## src/rtl/occupancy_counter.sv

```systemverilog
// occupancy_counter
// Car-park occupancy tracker. Turns the entry/exit detection strobes into
// single events, keeps a car count saturated between 0 and CAPACITY, and
// reports free spaces, full/empty status and sticky over/underflow flags.
module occupancy_counter #(
  parameter int CAPACITY = 15,
  parameter int CW       = 4
) (
  input  logic          clk,
  input  logic          reset,
  input  logic          car_in,
  input  logic          car_out,
  input  logic          clr_err,
  output logic [CW-1:0] count,
  output logic [CW-1:0] free,
  output logic          full,
  output logic          empty,
  output logic          err_over,
  output logic          err_under
);

  // Capacity expressed at the count width so all compares and the
  // subtraction for free stay CW bits wide and unsigned.
  localparam logic [CW-1:0] CAP = CW'(CAPACITY);

  // Previous-cycle copies of the strobes, used for rising-edge detection.
  logic in_d;
  logic out_d;

  // One-cycle events: a strobe held high for several cycles counts once.
  logic ev_in;
  logic ev_out;

  // Saturation decodes of the current registered count.
  logic at_cap;
  logic at_zero;

  // Next-state values for the count and the two sticky flags.
  logic [CW-1:0] count_next;
  logic          err_over_next;
  logic          err_under_next;

  // Error events raised this cycle; they take priority over clr_err.
  logic over_event;
  logic under_event;

  assign ev_in   = car_in  & ~in_d;
  assign ev_out  = car_out & ~out_d;
  assign at_cap  = (count == CAP);
  assign at_zero = (count == '0);

  // Register the raw strobes so the next cycle can see their previous level.
  always_ff @(posedge clk) begin
    if (reset) begin
      in_d  <= 1'b0;
      out_d <= 1'b0;
    end else begin
      in_d  <= car_in;
      out_d <= car_out;
    end
  end

  // Decide the next count: simultaneous entry and exit cancel out, otherwise
  // step up or down unless already pinned at a bound, in which case hold.
  always_comb begin
    count_next  = count;
    over_event  = 1'b0;
    under_event = 1'b0;
    unique case ({ev_in, ev_out})
      2'b10: begin
        if (at_cap) begin
          over_event = 1'b1;
        end else begin
          count_next = count + 1'b1;
        end
      end
      2'b01: begin
        if (at_zero) begin
          under_event = 1'b1;
        end else begin
          count_next = count - 1'b1;
        end
      end
      default: begin
        count_next = count;
      end
    endcase
  end

  // Sticky flag update: a fresh error wins over a same-cycle clear.
  always_comb begin
    err_over_next  = err_over;
    err_under_next = err_under;
    if (clr_err) begin
      err_over_next  = 1'b0;
      err_under_next = 1'b0;
    end
    if (over_event) begin
      err_over_next = 1'b1;
    end
    if (under_event) begin
      err_under_next = 1'b1;
    end
  end

  // Count and error-flag registers; reset discards any pending event.
  always_ff @(posedge clk) begin
    if (reset) begin
      count     <= '0;
      err_over  <= 1'b0;
      err_under <= 1'b0;
    end else begin
      count     <= count_next;
      err_over  <= err_over_next;
      err_under <= err_under_next;
    end
  end

  // Status outputs are pure decodes of the registered count, so they
  // always agree with count in the same cycle.
  always_comb begin
    free  = CAP - count;
    full  = at_cap;
    empty = at_zero;
  end

endmodule

```

## config.mk

```make
export PLATFORM = sky130hd
export DESIGN_NAME = occupancy_counter
export DESIGN_NICKNAME = d
export VERILOG_FILES = /design/src/rtl/occupancy_counter.sv
export SDC_FILE = /design/constraint.sdc
export NUM_CORES = 1
export LEC_CHECK = 0
export CORE_AREA = 2 2 39 41
export CTS_CLUSTER_DIAMETER = 80
export DETAILED_ROUTE_END_ITERATION = 12
export DIE_AREA = 0 0 41 43
export PLACE_DENSITY = 0.72
export SYNTH_ARGS = -nofsm -noshare
export SYNTH_HDL_FRONTEND = slang
export SYNTH_SLANG_ARGS = --single-unit
```

## constraint.sdc

```tcl
create_clock -name clk -period 2.4 [get_ports clk]
set_clock_uncertainty 0.05 [all_clocks]
set_input_delay 0.48 -clock clk [delete_from_list [all_inputs] [get_ports clk]]
set_output_delay 0.48 -clock clk [all_outputs]
set_load 0.02 [all_outputs]
```

Fig. 1: run 1, I/O nets highlighted
(8 px per um)
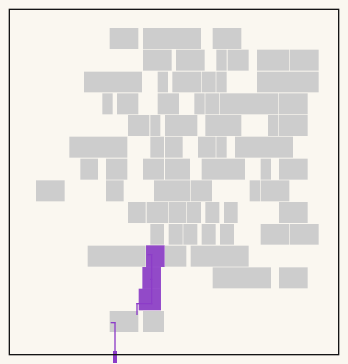
| colour | port | bits | direction | edge | end cells | buffers | wire |
|---|---|---|---|---|---|---|---|
| purple | `car_in` | 1 | input | bottom | 3 | 1 | 14.0 um |

Fig. 2: run 1, logic cells by family
(12 px per um)
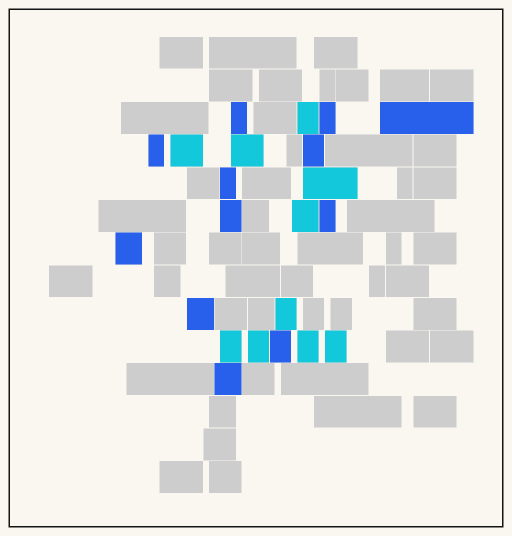
| colour | family | cells |
|---|---|---|
| blue | NOR gates | 12 |
| cyan | inverting AOI/OAI gates | 10 |
logic share of the area: 38.59%
Finished Layout Cells: 87
Commonest Layout Cell: clkdlybuf4s50_1

Fig. 3: run 1, local utilization
(6 px per um) 8 x 9 tiles, from dark purple (low) to yellow (high), 0 to 100% covered.
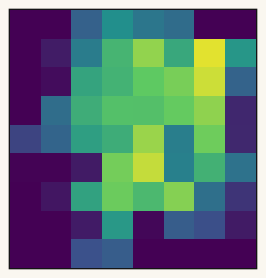
mean over tiles: 36%
densest ninth of the die: centre
tiles over 75% full: 17%

==> impl_metrics.py, run 1 <==
# Synthesis and PnR figures
metrics = {
    "status": {
        "status": "completed",
    },
    "cts": {
        "clock_latency_ns": 0.27,
        "cts_hold_buf": 0,
        "clockBufferDepth": 2,
        "cts_tree": "done",
        "numCtsBuffers": 3,
        "clkSinkCount": 8,
        "post_cts_resized": 1,
        "cts.clk_slew.worst_paths_ns": 0.05,
    },
    "placed_design": {
        "pre_cts_slack_ns": -0.3183,
        "gp_congestion": 0.7188,
        "port_buffers": 16,
        "hpwlAfterDp_um": 803.2,
    },
    "hold_path": {
        "hold_class": "flop to flop",
        "hold_path_startpoint": "err_under$_SDFFE_PP0P_",
    },
    "route": {
        "drt_iter0_drc": 3,
        "drt-pass1-iter-count": 2,
        "wl_per_cell_um": 11.90,
        "vias": 431,
        "remaining_drc_errors": 0,
        "wl_mm": 1.035,
        "antenna_left": 0,
        "topRoutingLayerUsed": "met4",
    },
    "setup_path": {
        "r2r_start": "count[1]$_SDFFE_PP0P_",
        "cp_max_fo": 3,
        "r2r_slack_ns": 0.29,
    },
    "power_and_ir_drop": {
        "power_clock_mw": 0.110,
        "power_density_nw_per_um2": 569.6,
        "powerComb_mw": 0.112,
        "pg_seq_mw": 0.153,
        "clockPowerShare_pct": 29.3,
        "swShare_pct": 31.72,
        "power_frac_comb_pct": 29.9,
        "pwr-share-seq_pct": 40.8,
        "power.switching_mw": 0.1189,
    },
    "logic_synthesis": {
        "fp_nets": 57,
        "synth_top_cell_by_count": "dfxtp_1",
        "ys_area_sq_um": 440.4,
        "edf_count": 0,
        "ys_async_sr_fraction_pct": 0,
        "syn_area_sq_um": 440.4,
        "top_area_share_pct": 36.36,
        "netlist-cell-type-count": 24,
        "topCellsByArea": "dfxtp_1 (36%), nor2_1 (5.1%), inv_1 (4.3%)",
        "common_cells": "dfxtp_1 (8), nor2_1 (6), inv_1 (5)",
        "avgSynthCellArea_sq_um": 8.636,
        "ys.flop_type": "dfxtp_1",
    },
    "final_layout": {
        "diodes": 0,
        "fin_nets": 79,
        "register_area_sq_um": 160.2,
        "fillers": 146,
        "layout-drive-gt1-share_pct": 16.90,
        "lay_top_cells": "clkdlybuf4s50_1 (16), dfxtp_1 (8), inv_1 (5), nor2_1 (5)",
    },
    "flow_run": {
        "cap_viol_max_count": 0,
        "log.warning_count": 27,
    },
    "global_route": {
        "met3_usage_pct": 6.283,
        "grt_use_met2_pct": 23.13,
        "grt_pass1_wl_mm": 1.662,
        "grt_pass1_vias": 387,
        "antenna_found_initial": 0,
        "grt-ovfl-total": 0,
    },
    "floorplan": {
        "coreArea_sq_um": 1384,
        "die_h_um": 43,
        "chip_area_sq_um": 1763,
        "num_rows": 14,
    },
    "sta": {
        "hold_violations": 0,
        "slew_headroom_pct": 77.21,
        "whs_ns": 0.4625,
        "slew_violations": 0,
        "fin_crit_sh_pct": 99.20,
    },
}
-- run 1: worst max path at each step --
stage,from,endpoint,slack [ns],cells after the start
floorplan,count[1]$_SDFFE_PP0P_,count[2]$_SDFFE_PP0P_,0.20,6
global placement,car_in,count[2]$_SDFFE_PP0P_,-0.28,8
detailed placement,car_in,count[2]$_SDFFE_PP0P_,-0.32,8
CTS,car_in,count[2]$_SDFFE_PP0P_,0.003,8
global route,car_out,count[2]$_SDFFE_PP0P_,-0.06,8
finish,car_in,count[2]$_SDFFE_PP0P_,0.02,8
-- run 1: flip-flops by register name, summed over array words and instances, names as in the netlist --
register and flops:
count 4, err_over 1, err_under 1, in_d 1, out_d 1
-- run 1: cell families after synthesis --
logic type / synth area share (%)
and+or+nand+nor: 32.38
AOI/OAI and AO/OA: 14.49
adders and majority gates: 2.840
xor gates and xnor gates: 1.989
buffers and inverters: 8.524
muxes: 3.408
DFF: 36.36
-- run 1: through the flow --
step | cell area (sq um) | utilization [%] | TNS, ns | power [mW]
2_1_floorplan | 440.4 | - | 0 | 0.2168
3_5_place_dp | 624.3 | 45.12 | -0.3183 | 0.2638
6_report | 658.1 | 47.56 | 0 | 0.3749
5_1_grt | 658.1 | 47.56 | -0.06001 | 0.3979
3_3_place_gp | 624.3 | 45.12 | -0.2772 | 0.2623
4_1_cts | 649.4 | 46.93 | 0 | 0.3772
-- run 1: cell type report --
class	count	area share [%]
Inverter	5	2.852
Tap cell	16	3.042
Sequential cell	8	24.33
Clock buffer	3	3.422
Timing Repair Buffer	19	27.76
Multi-Input combinational cell	36	38.59
-- run 1: critical path, stage by stage --
cell,delay [ns]
clkdlybuf4s50_1,0.43
and2b_1,0.19
nor2_2,0.13
xnor2_1,0.08
ha_1,0.18
or4_1,0.53
a22oi_2,0.16
mux2_4,0.31
Fig. 4: run 1, cells by drive strength
(12 px per um)
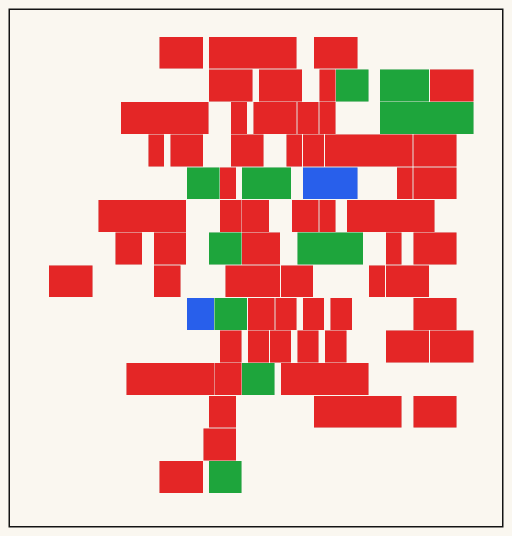

## Run 2: what changed since run 1
--- a/config.mk
+++ b/config.mk
@@ -9,6 +9,7 @@
 export CTS_CLUSTER_DIAMETER = 80
 export DETAILED_ROUTE_END_ITERATION = 12
 export DIE_AREA = 0 0 41 43
+export GPL_TIMING_DRIVEN = 0
 export PLACE_DENSITY = 0.72
 export SYNTH_ARGS = -nofsm -noshare
 export SYNTH_HDL_FRONTEND = slang
Fig. 5: run 2, cells by drive strength
(12 px per um)
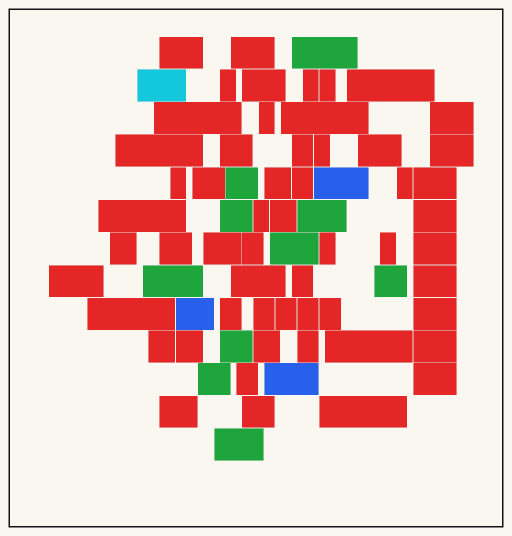
| colour | size | cells | share |
|---|---|---|---|
| green | drive 3 to 4 | 10 | 14% |
| red | drive 1 or less | 56 | 80% |
| blue | drive 2 | 3 | 4.3% |
| cyan | drive 6 and up | 1 | 1.4% |
Area growth, synth to finish: 49.43%
Final Instance Area: 658.1 sq um
bufs w/o clock: 18
setup ws final: 0.08213 ns

==> run 2 against run 1 <==
Compared with the run above:
- final cell count shrank 1.1%
- total power shrank 2.1%
- sequential power is essentially flat
- hold slack lost 0.096 ns
- non-clock buffer count shrank 1
- sequential cell count is the same
- sequential share of layout area is the same
- area after synthesis is the same
- register-to-register slack is essentially flat
- largest cell class unchanged
- highest routed layer unchanged
==> impl_metrics.py, run 2 <==
# Synthesis and PnR figures
metrics = {
    "status": {
        "status": "completed",
    },
    "setup_path": {
        "cp_max_fo": 7,
        "cp_slowest_stage_delay_ns": 0.69,
        "slowest_stage": "clkdlybuf4s50_1",
        "path_buffers": 1,
        "path_delay_family": "buffers and inverters",
        "crit_chain": "nor4_2 > clkdlybuf4s50_1",
    },
    "flow_run": {
        "log.warning_count": 26,
        "cap_viol_max_count": 0,
    },
    "logic_synthesis": {
        "topCellsByArea": "dfxtp_1 (36%), nor2_1 (5.1%), inv_1 (4.3%)",
        "common_cells": "dfxtp_1 (8), nor2_1 (6), inv_1 (5)",
        "avgSynthCellArea_sq_um": 8.636,
        "syn_area_sq_um": 440.4,
        "edf_count": 0,
        "ys.flop_type": "dfxtp_1",
        "top_area_share_pct": 36.36,
        "ys_area_sq_um": 440.4,
        "netlist-cell-type-count": 24,
        "ys_async_sr_fraction_pct": 0,
        "synth_top_cell_by_count": "dfxtp_1",
        "fp_nets": 57,
        "yosys.area.top_type": "dfxtp_1",
    },
    "route": {
        "wl_um": 929,
        "antenna_left": 0,
        "drt-pass1-iter-count": 3,
        "wl_per_cell_um": 10.80,
        "remaining_drc_errors": 0,
        "drt_iter0_drc": 9,
        "vias": 429,
    },
    "cts": {
        "clockBufferDepth": 2,
        "cts_tree": "done",
        "cts_hold_buf": 0,
        "numCtsBuffers": 3,
        "cts.clk_slew.worst_paths_ns": 0.06,
        "clock_latency_ns": 0.25,
        "clkSinkCount": 8,
    },
    "final_layout": {
        "lay_top_cells": "clkdlybuf4s50_1 (13), dfxtp_1 (8), inv_1 (5), nor2_1 (5)",
        "lay_top_count": "clkdlybuf4s50_1",
        "largest_reg_flops": 4,
        "fin_nets": 78,
        "diodes": 0,
        "layout-drive-gt1-share_pct": 20.00,
        "max_flop_register": "count",
        "stdcell_count": 86,
    },
    "placed_design": {
        "pre_cts_slack_ns": -0.3650,
        "port_buffers": 15,
        "gp_congestion": 0.7251,
        "hpwlAfterDp_um": 729,
        "placed_area_sq_um": 610.6,
    },
    "global_route": {
        "grt-ovfl-total": 0,
        "grt_start_max_net_pins": 10,
        "grt_pass1_vias": 370,
        "grt_pass1_wl_mm": 1.497,
        "antenna_found_initial": 0,
        "met3_usage_pct": 3.141,
        "grt_use_met2_pct": 19.38,
    },
    "power_and_ir_drop": {
        "power_frac_comb_pct": 30.1,
        "power.switching_mw": 0.1131,
        "pwr-share-seq_pct": 41.2,
        "irDropWorstVdd_mv": 0.2606,
        "swShare_pct": 30.82,
        "power_density_nw_per_um2": 557.5,
        "total_power_mw": 0.3669,
        "clockPowerShare_pct": 28.7,
    },
    "sta": {
        "slew_violations": 0,
        "hold_violations": 0,
        "whs_ns": 0.3666,
        "slew_headroom_pct": 69.62,
        "fin_crit_sh_pct": 96.58,
        "tns_ns": 0,
    },
    "floorplan": {
        "die_h_um": 43,
        "num_rows": 14,
        "chip_area_sq_um": 1763,
    },
    "hold_path": {
        "hold_class": "primary input to flop",
    },
}
Fig. 6: run 2, local utilization
(6 px per um) 8 x 9 tiles, from dark purple (low) to yellow (high), 0 to 100% covered.
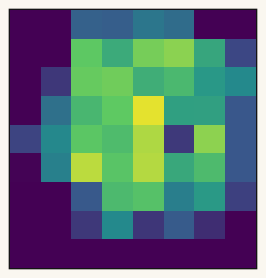
densest ninth of the die: centre
fullest tile: 96%
emptiest ninth of the die: lower left
tiles over 75% full: 13%
nearly empty tiles: 31%
Core Area: 1384 sq um
Final Util: 47.56%

[run 2: cells by family (layout without fill, tap and decap cells)]
family                     count (synthesis)  after routing  share of synthesized area [%]
and+or+nand+nor                           23             23                          32.38
buffers and inverters                      7             26                          8.524
AOI/OAI and AO/OA                         10             10                          14.49
xor gates and xnor gates                   1              1                          1.989
muxes                                      1              1                          3.408
adders and majority gates                  1              1                          2.840
DFF                                        8              8                          36.36
[run 2: repair_timing]
action,in CTS,in global routing
pin swaps,2,0
gates resized,5,1
hold endpoints to repair,0,0
setup buffers,1,0
endpoints found under the setup margin,1,1
[run 2: worst paths after layout]
check                        startpoint                    end  cells past startpoint  slack [ns]
setup / recovery  count[0]$_SDFFE_PP0P_                  empty                      2        0.08
hold / removal                    reset  count[0]$_SDFFE_PP0P_                      2        0.37
setup reg to reg        in_d$_SDFF_PP0_  count[2]$_SDFFE_PP0P_                      7        0.30
hold reg to reg   err_over$_SDFFE_PP0P_  err_over$_SDFFE_PP0P_                      2        0.46
[run 2: worst register-to-register path, stage by stage, from the launching register on]
cell,delay (ns)
dfxtp_1,0.31
and2b_2,0.24
nor2_4,0.13
xnor2_1,0.07
ha_1,0.19
or4_1,0.48
a22oi_2,0.21
mux2_4,0.31
[run 2: power by group through the flow]
stage,Clock (mW),Combinational (mW),Sequential (mW)
floorplan,0,0.0573,0.159
global placement,0,0.105,0.154
detailed placement,0,0.106,0.154
CTS,0.105,0.111,0.151
global route,0.114,0.121,0.153
finish,0.105,0.110,0.151
[run 2: layout make-up]
type                            instances  area (sq um)
Clock buffer                            3         22.52
Inverter                                5         18.77
Timing Repair Buffer                   16         158.9
Sequential cell                         8         160.2
Fill cell                             155         725.7
Tap cell                               16         20.02
Buffer                                  2         18.77
Multi-Input combinational cell         36         259.0
Power and IR drop assume default switching activity.
